File: src/rtl/mcca_defs.sv
// ---------------------------------------------------------------------------
// mcca_defs
//  Definitions shared by the MCCA (Manchester carry-chain adder) family.
//  - state_t  : 2-bit FSM encoding IDLE / PRECH / EVAL / DONE
//  - nblk_f   : number of chain segments for a SIZE/BLK pair
//  - idxw_f   : width of a segment index counter (never below 1 bit)
// ---------------------------------------------------------------------------
package mcca_defs;

    typedef enum logic [1:0] {
        IDLE  = 2'd0,
        PRECH = 2'd1,
        EVAL  = 2'd2,
        DONE  = 2'd3
    } state_t;

    // Guarded so an illegal BLK reaches the elaboration check instead of a divide-by-zero.
    function automatic int nblk_f(input int size, input int blk);
        return (blk < 1) ? 1 : size / blk;
    endfunction

    function automatic int idxw_f(input int n);
        return (n <= 1) ? 1 : $clog2(n);
    endfunction

endpackage

File: src/rtl/mcc_chain_seg.sv
// ---------------------------------------------------------------------------
// mcc_chain_seg
//  Combinational model of one BLK-bit Manchester carry-chain segment.
//  Ports:
//    p        in  BLK  propagate bits (a ^ b)
//    g        in  BLK  generate bits  (a & b)
//    cin      in  1    carry into the segment
//    s        out BLK  sum bits
//    cout     out 1    carry out of the segment
//    c_msb_in out 1    carry into the segment's top bit (for overflow)
//    pall     out 1    every bit of the segment propagates
// ---------------------------------------------------------------------------
module mcc_chain_seg #(
    parameter int BLK = 4
) (
    input  logic [BLK-1:0] p,
    input  logic [BLK-1:0] g,
    input  logic           cin,
    output logic [BLK-1:0] s,
    output logic           cout,
    output logic           c_msb_in,
    output logic           pall
);

    logic [BLK:0] w_c;

    assign w_c[0] = cin;

    generate
        for (genvar gi = 0; gi < BLK; gi++) begin : g_bit
            assign w_c[gi+1] = g[gi] | (p[gi] & w_c[gi]);
            assign s[gi]     = p[gi] ^ w_c[gi];
        end
    endgenerate

    assign cout     = w_c[BLK];
    assign c_msb_in = w_c[BLK-1];
    assign pall     = &p;

endmodule

File: src/rtl/mcca_seq_adder.sv
// ---------------------------------------------------------------------------
// mcca_seq_adder
//  Clocked Manchester carry-chain adder. Each add runs one PRECH cycle, then
//  one EVAL cycle per BLK-bit segment, then presents the result in DONE.
//  Ports:
//    clk       in  1     clock, rising edge
//    rst_n     in  1     asynchronous active-low reset
//    in_valid  in  1     operands a/b/cin presented
//    in_ready  out 1     operands can be accepted (IDLE only)
//    a, b      in  SIZE  operands
//    cin       in  1     carry in
//    out_valid out 1     result valid, held until out_ready
//    out_ready in  1     sink accepts result
//    sum       out SIZE  a+b+cin modulo 2^SIZE
//    cout      out 1     carry out of MSB
//    ovf       out 1     signed overflow
//    prop_all  out 1     every bit propagates (cout == cin)
// ---------------------------------------------------------------------------
module mcca_seq_adder
    import mcca_defs::*;
#(
    parameter int SIZE = 16,
    parameter int BLK  = 4
) (
    input  logic            clk,
    input  logic            rst_n,
    input  logic            in_valid,
    output logic            in_ready,
    input  logic [SIZE-1:0] a,
    input  logic [SIZE-1:0] b,
    input  logic            cin,
    output logic            out_valid,
    input  logic            out_ready,
    output logic [SIZE-1:0] sum,
    output logic            cout,
    output logic            ovf,
    output logic            prop_all
);

    localparam int BLK_S = (BLK < 1) ? 1 : BLK;
    localparam int NBLK  = nblk_f(SIZE, BLK);
    localparam int IDXW  = idxw_f(NBLK);
    localparam int SW    = (SIZE <= 1) ? 1 : $clog2(SIZE);

    generate
        if (BLK < 1 || (SIZE % BLK_S) != 0) begin : g_bad_param
            $error("mcca_seq_adder: BLK must be >= 1 and divide SIZE");
        end
    endgenerate

    state_t            r_state;
    logic [SIZE-1:0]   r_a;
    logic [SIZE-1:0]   r_b;
    logic              r_cin;
    logic [IDXW-1:0]   r_idx;
    logic              r_carry;
    logic [SIZE-1:0]   r_sum;
    logic              r_cout;
    logic              r_ovf;
    logic              r_pall;
    logic              r_in_ready;
    logic              r_out_valid;

    logic [SW-1:0]     w_base;
    logic [BLK_S-1:0]  w_p;
    logic [BLK_S-1:0]  w_g;
    logic [BLK_S-1:0]  w_s;
    logic              w_seg_cout;
    logic              w_c_msb_in;
    logic              w_seg_pall;
    logic              w_last;

    // Low bit of the segment currently being evaluated.
    assign w_base = SW'(r_idx * BLK_S);
    assign w_p    = r_a[w_base +: BLK_S] ^ r_b[w_base +: BLK_S];
    assign w_g    = r_a[w_base +: BLK_S] & r_b[w_base +: BLK_S];
    assign w_last = (r_idx == IDXW'(NBLK - 1));

    mcc_chain_seg #(
        .BLK (BLK_S)
    ) u_seg (
        .p        (w_p),
        .g        (w_g),
        .cin      (r_carry),
        .s        (w_s),
        .cout     (w_seg_cout),
        .c_msb_in (w_c_msb_in),
        .pall     (w_seg_pall)
    );

    always_ff @(posedge clk or negedge rst_n) begin
        if (!rst_n) begin
            r_state     <= IDLE;
            r_a         <= '0;
            r_b         <= '0;
            r_cin       <= 1'b0;
            r_idx       <= '0;
            r_carry     <= 1'b0;
            r_sum       <= '0;
            r_cout      <= 1'b0;
            r_ovf       <= 1'b0;
            r_pall      <= 1'b0;
            r_in_ready  <= 1'b1;
            r_out_valid <= 1'b0;
        end else begin
            case (r_state)
                IDLE: begin
                    if (in_valid && r_in_ready) begin
                        r_a        <= a;
                        r_b        <= b;
                        r_cin      <= cin;
                        r_in_ready <= 1'b0;
                        r_state    <= PRECH;
                    end
                end
                PRECH: begin
                    r_sum   <= '0;
                    r_idx   <= '0;
                    r_carry <= r_cin;
                    r_pall  <= 1'b1;
                    r_state <= EVAL;
                end
                EVAL: begin
                    r_sum[w_base +: BLK_S] <= w_s;
                    r_carry <= w_seg_cout;
                    r_pall  <= r_pall & w_seg_pall;
                    if (w_last) begin
                        // Top segment: its carry into the top bit is the word's carry into MSB.
                        r_cout      <= w_seg_cout;
                        r_ovf       <= w_c_msb_in ^ w_seg_cout;
                        r_out_valid <= 1'b1;
                        r_state     <= DONE;
                    end else begin
                        r_idx <= r_idx + 1'b1;
                    end
                end
                DONE: begin
                    if (out_ready) begin
                        r_out_valid <= 1'b0;
                        r_in_ready  <= 1'b1;
                        r_state     <= IDLE;
                    end
                end
                default: r_state <= IDLE;
            endcase
        end
    end

    assign in_ready  = r_in_ready;
    assign out_valid = r_out_valid;
    assign sum       = r_sum;
    assign cout      = r_cout;
    assign ovf       = r_ovf;
    assign prop_all  = r_pall;

endmodule

File: config.mk
export PLATFORM = sky130hd
export DESIGN_NAME = mcca_seq_adder
export DESIGN_NICKNAME = d
export VERILOG_FILES = /design/src/rtl/mcca_defs.sv /design/src/rtl/mcc_chain_seg.sv /design/src/rtl/mcca_seq_adder.sv
export SDC_FILE = /design/constraint.sdc
export NUM_CORES = 1
export LEC_CHECK = 0
export CAP_MARGIN = 40
export CORE_ASPECT_RATIO = 1.75
export CORE_UTILIZATION = 40
export CTS_CLUSTER_SIZE = 40
export DETAILED_ROUTE_END_ITERATION = 12
export GPL_TIMING_DRIVEN = 0
export PLACE_DENSITY = 0.67
export REMOVE_ABC_BUFFERS = 1
export SETUP_SLACK_MARGIN = 0.3
export SLEW_MARGIN = 30
export SYNTH_ARGS = -nofsm -noshare
export SYNTH_HDL_FRONTEND = slang
export SYNTH_SLANG_ARGS = --single-unit
export TNS_END_PERCENT = 100
File: constraint.sdc
create_clock -name clk -period 2.85 [get_ports clk]
set_input_delay 0.7125 -clock clk [delete_from_list [all_inputs] [get_ports clk]]
set_output_delay 0.7125 -clock clk [all_outputs]
set_load 0.01 [all_outputs]
Fig. 1: run 1, the metal 2 layer
Cells faint in the background.
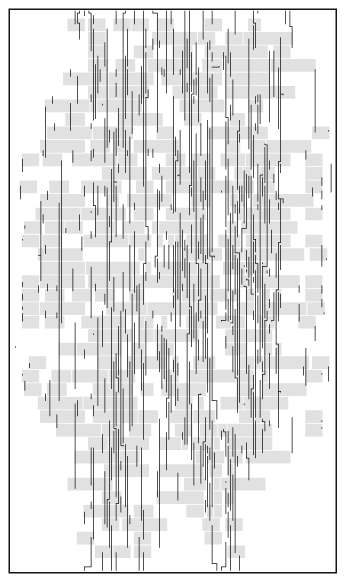
longest straight run: 39.8 µm
nets with wire on the layer: 293
main direction: vertical

Fig. 2: run 1, signal wires by layer
Two of the layers only.
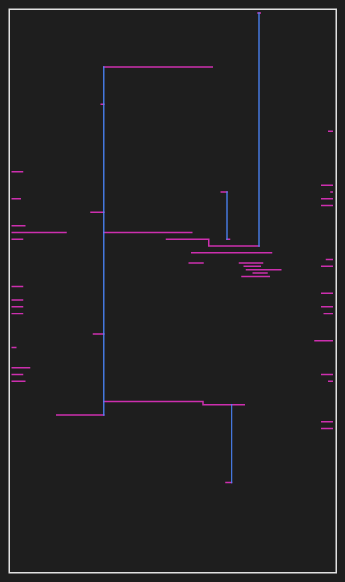
legend:
  blue:
    layer: metal 4
    wire_length: 142 µm
  magenta:
    layer: metal 3
    wire_length: 210 µm

Fig. 3: run 1, clock routing
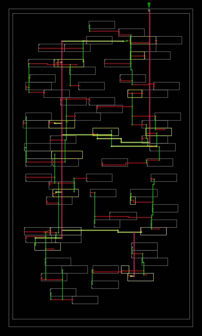
cts bufs inserted: 9
clock buf count: 12
clock tree sinks: 59
clock-net power: 0.00118 W
clk_skew: 0.00822 ns

==> deck_impl_summary.md, run 1 <==
Run Summary

Run
  • Max_cap viols: 0
  • Tool warnings: 39

Setup path
  • RR Startpoint: r_idx[0]
  • Reg2Reg Depth: 8
  • Crit path DRT: 3.12 ns
  • CP peak stage delay: 0.60 ns
  • CP max stage cell: fa_2
  • Worst reg-to-reg setup slack: 0.15 ns
  • Critical Path Sink: sum[7]
  • Crit path capture type: flop
  • CP max FO: 4
  • Critical path type: flop to flop
  • CP Launch Point: r_idx[0]
  • Most frequent CP cell: fa_2
  • End of the worst register-to-register path: sum[7]
  • Crit-path cells: mux4_2 -> fa_2 -> inv_2 -> fa_2 -> fa_2 -> inv_2 -> fa_2 -> a22o_1
  • CP Launch Type: flop
  • Worst EP arrival: 2.97 ns

Die
  • Die H: 113 µm
  • Ports: 58
  • Core utilization at floorplan: 41.2%
  • Die Area: 7410 µm²
  • Die Wd: 65.5 µm
  • Placeable Area: 6860 µm²
  • Row count: 40

Global route
  • Vias in the first global route: 2081
  • Largest net degree at the start of global routing: 51
  • Global-route wire length before repair: 9870 µm
  • Initial antenna violation count: 0
  • Overflow left after global routing: 0
  • All-Layer GR Usage: 18.2%

Yosys
  • MUX share of area: 22.1%
  • Unique cell types: 32
  • Most common reg cell: dfrtp_1
  • Max-area cell share: 51.4%
  • And+or+nand+nor area frac: 4.96%
  • Commonest cells in the netlist: 58 x dfrtp_1, 34 x mux2_1, 14 x ha_1
  • Post-synthesis cell type with the largest instance count: dfrtp_1
  • # Cells Yosys: 206
  • XORs/XNORs by Area: 0.620%
  • Dominant cell type by area after synthesis: dfrtp_1
  • Avg Inst Size Synth: 13.7 µm²
  • Synth Seq Share: 52.3%
  • Adder share: 9.04%
  • Asr flop ratio synth: 100%
  • Largest cells by area: dfrtp_1 51%, mux2_1 14%, mux4_2 6.4%
  • Seq cells post-synth: 59
  • Yosys stat area: 2820 µm²
  • Synthesized area: 2820 µm²
  • Synth Instances: 206
  • Yosys aoi share: 7.49%
  • EDFF count, synth: 0
  • YS warnings: 0
  • Dominant comb cell: multiplexers

Power
  • Sw power: 0.00170 W
  • Seq pwr share: 29.0%
  • Int Power: 0.00317 W
  • Clock network fraction of total power: 24.2%
  • Comb pwr share: 46.8%
  • Sw Ratio: 34.9%
  • PD cells: 1250 nW/µm²
  • Total Power: 0.00488 W
  • Worst vdd ir: 0.000771 V
  • Static Leakage: 1.70 nW

Place
  • I/O Buffers: 57
  • Dpl hpwl: 4110 µm
  • Pre-CTS setup slack: -0.268 ns
  • Placed Cells: 342
  • Placed cell areas: 3520 µm²
  • Global placement routability congestion: 0.766

Layout
  • Final Net Count: 330
  • FILL cells: 582
  • Finished Cell Area: 3910 µm²
  • Finished Layout Cells: 364
  • Share of layout cells above drive strength 1: 16.8%
  • ANT cells: 0
  • Finished Core Util: 57.0%
  • Layout area overhead: 38.5%

Route
  • Avg WL per Cell: 15.6 µm
  • Residual DRC count: 0
  • DRT antenna net count: 0
  • Via density: 5.15
  • Initial DRC count: 94
  • First-pass iteration count of the detailed router: 4
  • Final Routed Wirelength: 5680 µm
  • Via count: 1876

CTS
  • Clk ins delay skew pair: 0.33 ns
  • Clk root buf: clkbuf_16
  • Clock Pin Slew Worst Setup and Hold Paths: 0.05 ns
  • CTS tree: built
  • H-tree levels: 3
  • CTS Buffer Depth: 2

Run status
  • Outcome: complete, no violations

STA
  • Hold Vio Cnt, Final: 0
  • TNS Setup: 0 ns
  • RSZ-0062 raised after global routing: true
  • Worst Max-Slew Pin Slew: 0.642 ns
  • Final WS setup: 0.147 ns
  • Relative slew slack: 57.2%
  • Tmin final: 2.70 ns
  • Hold slack: 0.212 ns
  • Cycle use final: 94.8%
  • Fmax: 370 MHz
  • Final Slew Violations: 0
  • Final setup vio count: 0

Hold path
  • HP Class: input pin to asynchronous set/reset pin
-- run 1: cell usage in the layout, fill, tap and decap left out, types with 3 or more instances in the layout --
cell             count
a21oi_1              4
dfrtp_1             56
nand2_1             10
fa_2                 4
o21ai_0              9
mux4_2               8
nor2_1               3
inv_1                9
a22o_1              11
o2bb2ai_1            4
mux2i_1              5
ha_1                14
inv_2                4
buf_4                7
mux2_1              33
clkdlybuf4s50_1     56
clkbuf_16            9
-- run 1: repair_timing --
item / in CTS / in global routing
endpoints found under the setup margin: 11 / 7
pin swaps: 7 / 2
setup buffers: 5 / 1
resized: 10 / 0
hold buffers: 0 / 0
-- run 1: sequential cells by signal, indices dropped and copies added (netlist names), 2 cells and up --
signal   flops
r_a         16
r_b         16
r_idx        2
r_state      2
sum         16
-- run 1: power by group through the flow --
stage / combinational [W] / clock, W / sequential, W
6_report: 0.00228 / 0.00118 / 0.00142
2_1_floorplan: 0.00132 / 0 / 0.00143
5_1_grt: 0.00251 / 0.00124 / 0.00146
3_3_place_gp: 0.00196 / 0 / 0.00146
4_1_cts: 0.00227 / 0.00120 / 0.00142
3_5_place_dp: 0.00207 / 0 / 0.00146
-- run 1: routing by layer --
layer	share of wire, %	global-route usage, %	wire length (µm)
met1	37	19.7	2110
met2	57	32.0	3220
met3	3.7	5.24	209
met4	2.5	8.26	142
met5	0	0	0
-- run 1: worst max-delay path: cells and delay by family (launching register included) --
family	cells	cell delay, ns
buffers and inverters	2	0.11
adders and majority gates	4	1.37
muxes	1	0.56
DFF	1	0.44
AOI/OAI and AO/OA	1	0.16
-- run 1: final cells by class --
class	count	area, µm²	share of cell area [%]
flip-flops and latches	59	1480	37.9
multi-input cells	125	1270	32.4
repair buffers	66	676	17.3
clock buffers	12	256	6.56
well taps	84	105	2.69
clock inverters	4	72.6	1.86
inverters	14	52.6	1.34
==> inputs of run 2 (changes only) <==
ABC_CLOCK_PERIOD_IN_PS = 2850   (was default)
Fig. 4: run 2, met4 routing
Scale bar: 20 µm. Cells faint in the background.
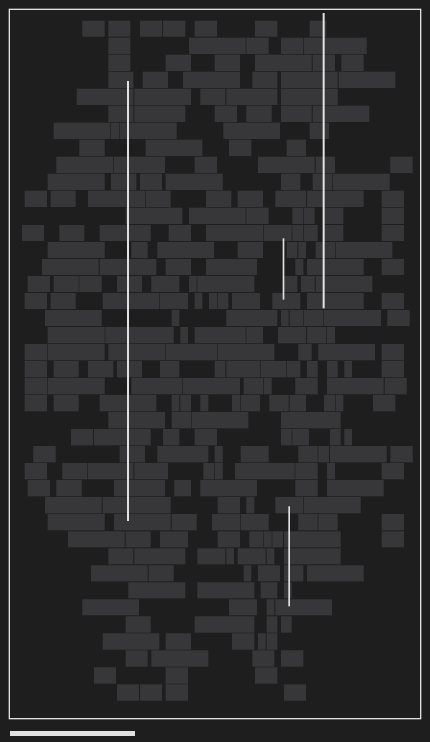
share of all routed wire: 2.5%
wire length on this layer: 142 µm

Fig. 5: run 2, the metal 2 layer
Cells faint in the background.
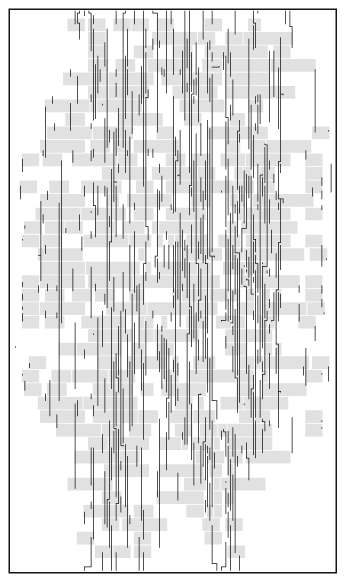
via count: 1876
met2 usage in global routing: 32.0%
Final Routed Wirelength: 5680 µm

==> deck_impl_summary.md, run 2 <==
Run Summary

Yosys
  • # Cells Yosys: 206 (unchanged)
  • Unique cell types: 32 (unchanged)
  • YS warnings: 0 (unchanged)
  • Dominant cell type by area after synthesis: dfrtp_1 (unchanged)
  • Yosys stat area: 2820 µm² (unchanged)
  • Seq cells post-synth: 59 (unchanged)
  • Asr flop ratio synth: 100% (unchanged)
  • Synthesized area: 2820 µm² (unchanged)
  • Post-synthesis cell type with the largest instance count: dfrtp_1 (unchanged)
  • Commonest cells in the netlist: 58 x dfrtp_1, 34 x mux2_1, 14 x ha_1 (unchanged)
  • Max-area cell share: 51.4% (unchanged)

Place
  • Dpl hpwl: 4110 µm (unchanged)
  • Global placement routability congestion: 0.766 (unchanged)
  • Placed cell areas: 3520 µm² (unchanged)
  • Placed Cells: 342 (unchanged)
  • Pre-CTS setup slack: -0.268 ns (unchanged)
  • I/O Buffers: 57 (unchanged)

Power
  • Comb pwr share: 46.8% (about the same)
  • PD cells: 1250 nW/µm² (unchanged)
  • Sw Ratio: 34.9% (unchanged)
  • Worst vdd ir: 0.000771 V (unchanged)
  • Clock network fraction of total power: 24.2% (about the same)
  • Sw power: 0.00170 W (unchanged)
  • Total Power: 0.00488 W (unchanged)
  • Seq pwr share: 29.0% (about the same)

Global route
  • Largest net degree at the start of global routing: 51 (unchanged)
  • GRT met3 Usage: 5.24% (unchanged)
  • Met1 Track Usage GR: 19.7% (unchanged)
  • Overflow left after global routing: 0 (unchanged)
  • Initial antenna violation count: 0 (unchanged)

STA
  • Tmin final: 2.70 ns (unchanged)
  • Final Slew Violations: 0 (unchanged)
  • Hold Vio Cnt, Final: 0 (unchanged)
  • RSZ-0062 raised after global routing: true (unchanged)
  • Final setup vio count: 0 (unchanged)
  • TNS Setup: 0 ns (unchanged)
  • Clk_skew: 0.00822 ns (unchanged)
  • Relative slew slack: 57.2% (unchanged)
  • Final WS setup: 0.147 ns (unchanged)

CTS
  • Clock Pin Slew Worst Setup and Hold Paths: 0.05 ns (about the same)
  • CTS tree: built (unchanged)
  • Cts bufs inserted: 9 (unchanged)
  • CTS Buffer Depth: 2 (unchanged)
  • Hold Buf Count CTS: 0 (unchanged)
  • Clk root buf: clkbuf_16 (unchanged)

Route
  • Via density: 5.15 (unchanged)

Layout
  • Combinational Gates: 125 (unchanged)
  • Finished Cell Area: 3910 µm² (unchanged)
  • FILL cells: 582 (unchanged)
  • Register Area: 1480 µm² (unchanged)
  • Inverters: 14 (unchanged)
  • Final Net Count: 330 (unchanged)
  • ANT cells: 0 (unchanged)
  • Finished Core Util: 57.0% (unchanged)
  • Logic area: 1270 µm² (unchanged)
  • Top class by area: flip-flops and latches (unchanged)
  • Non-Clock Buffer Count: 66 (unchanged)

Run status
  • Outcome: complete, no violations (unchanged)

Setup path
  • Critical path type: flop to flop (unchanged)
  • Worst EP arrival: 2.97 ns (about the same)
  • Crit path DRT: 3.12 ns (about the same)
  • Crit path capture type: flop (unchanged)

Die
  • Tapcell Cnt: 84 (unchanged)
  • Core utilization at floorplan: 41.2% (unchanged)
  • Die Area: 7410 µm² (unchanged)
  • Ports: 58 (unchanged)
  • Die Wd: 65.5 µm (unchanged)
  • Row count: 40 (unchanged)

Run
  • Tool warnings: 39 (unchanged)
Fig. 6: run 2, clock routing
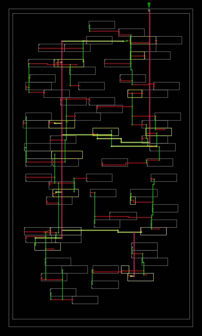
registers: 59
clk ins delay skew pair: 0.33 ns

## run 2: cell counts after synthesis
No cell type changed its count.
## run 2: worst max-delay path: stages (launching register included)
cell and delay (ns):
dfrtp_2 0.44, mux4_2 0.56, fa_2 0.37, inv_2 0.07, fa_2 0.19, fa_2 0.21, inv_2 0.04, fa_2 0.60
a22o_1 0.16
## run 2: worst paths after layout
path	startpoint	to	slack [ns]	depth (start not counted)
min in group clk	sum[2]	sum[2]	0.48	2
max in group asynchronous	rst_n	in_ready	2.10	2
max reg2reg	r_idx[0]	sum[7]	0.15	8
max	r_idx[0]	sum[7]	0.15	8
min	rst_n	r_b[0]	0.21	1
min reg2reg	sum[2]	sum[2]	0.48	2
## run 2: cell families after synthesis
group	after synthesis	synth area share (%)
compound gates	30	7.49
mux	48	22.1
simple gates	27	4.96
xor+xnor	2	0.620
fa+ha+maj	18	9.04
flops	59	52.3
buf+inv	22	3.46
## run 2: per-layer routing
layer	wire length (µm)	share of wire [%]	up-vias
li1	-	-	879
met1	2110	37	929
met2	3220	57	55
met3	209	3.7	13
met4	142	2.5	0
met5	0	0	-
## run 2: power groups by stage
stage / clock [W] / combinational (W) / sequential [W]
2_1_floorplan: 0 / 0.00132 / 0.00143
3_3_place_gp: 0 / 0.00196 / 0.00146
3_5_place_dp: 0 / 0.00207 / 0.00146
4_1_cts: 0.00120 / 0.00227 / 0.00142
5_1_grt: 0.00124 / 0.00251 / 0.00146
6_report: 0.00118 / 0.00228 / 0.00142
## run 2: what timing repair did
item | CTS | global route
setup buffers | 5 | 1
pin swaps | 7 | 2
gates cloned | 0 | 0
setup endpoints to repair | 11 | 7
gates resized | 10 | 0
Power is estimated from default activity; no workload was simulated.
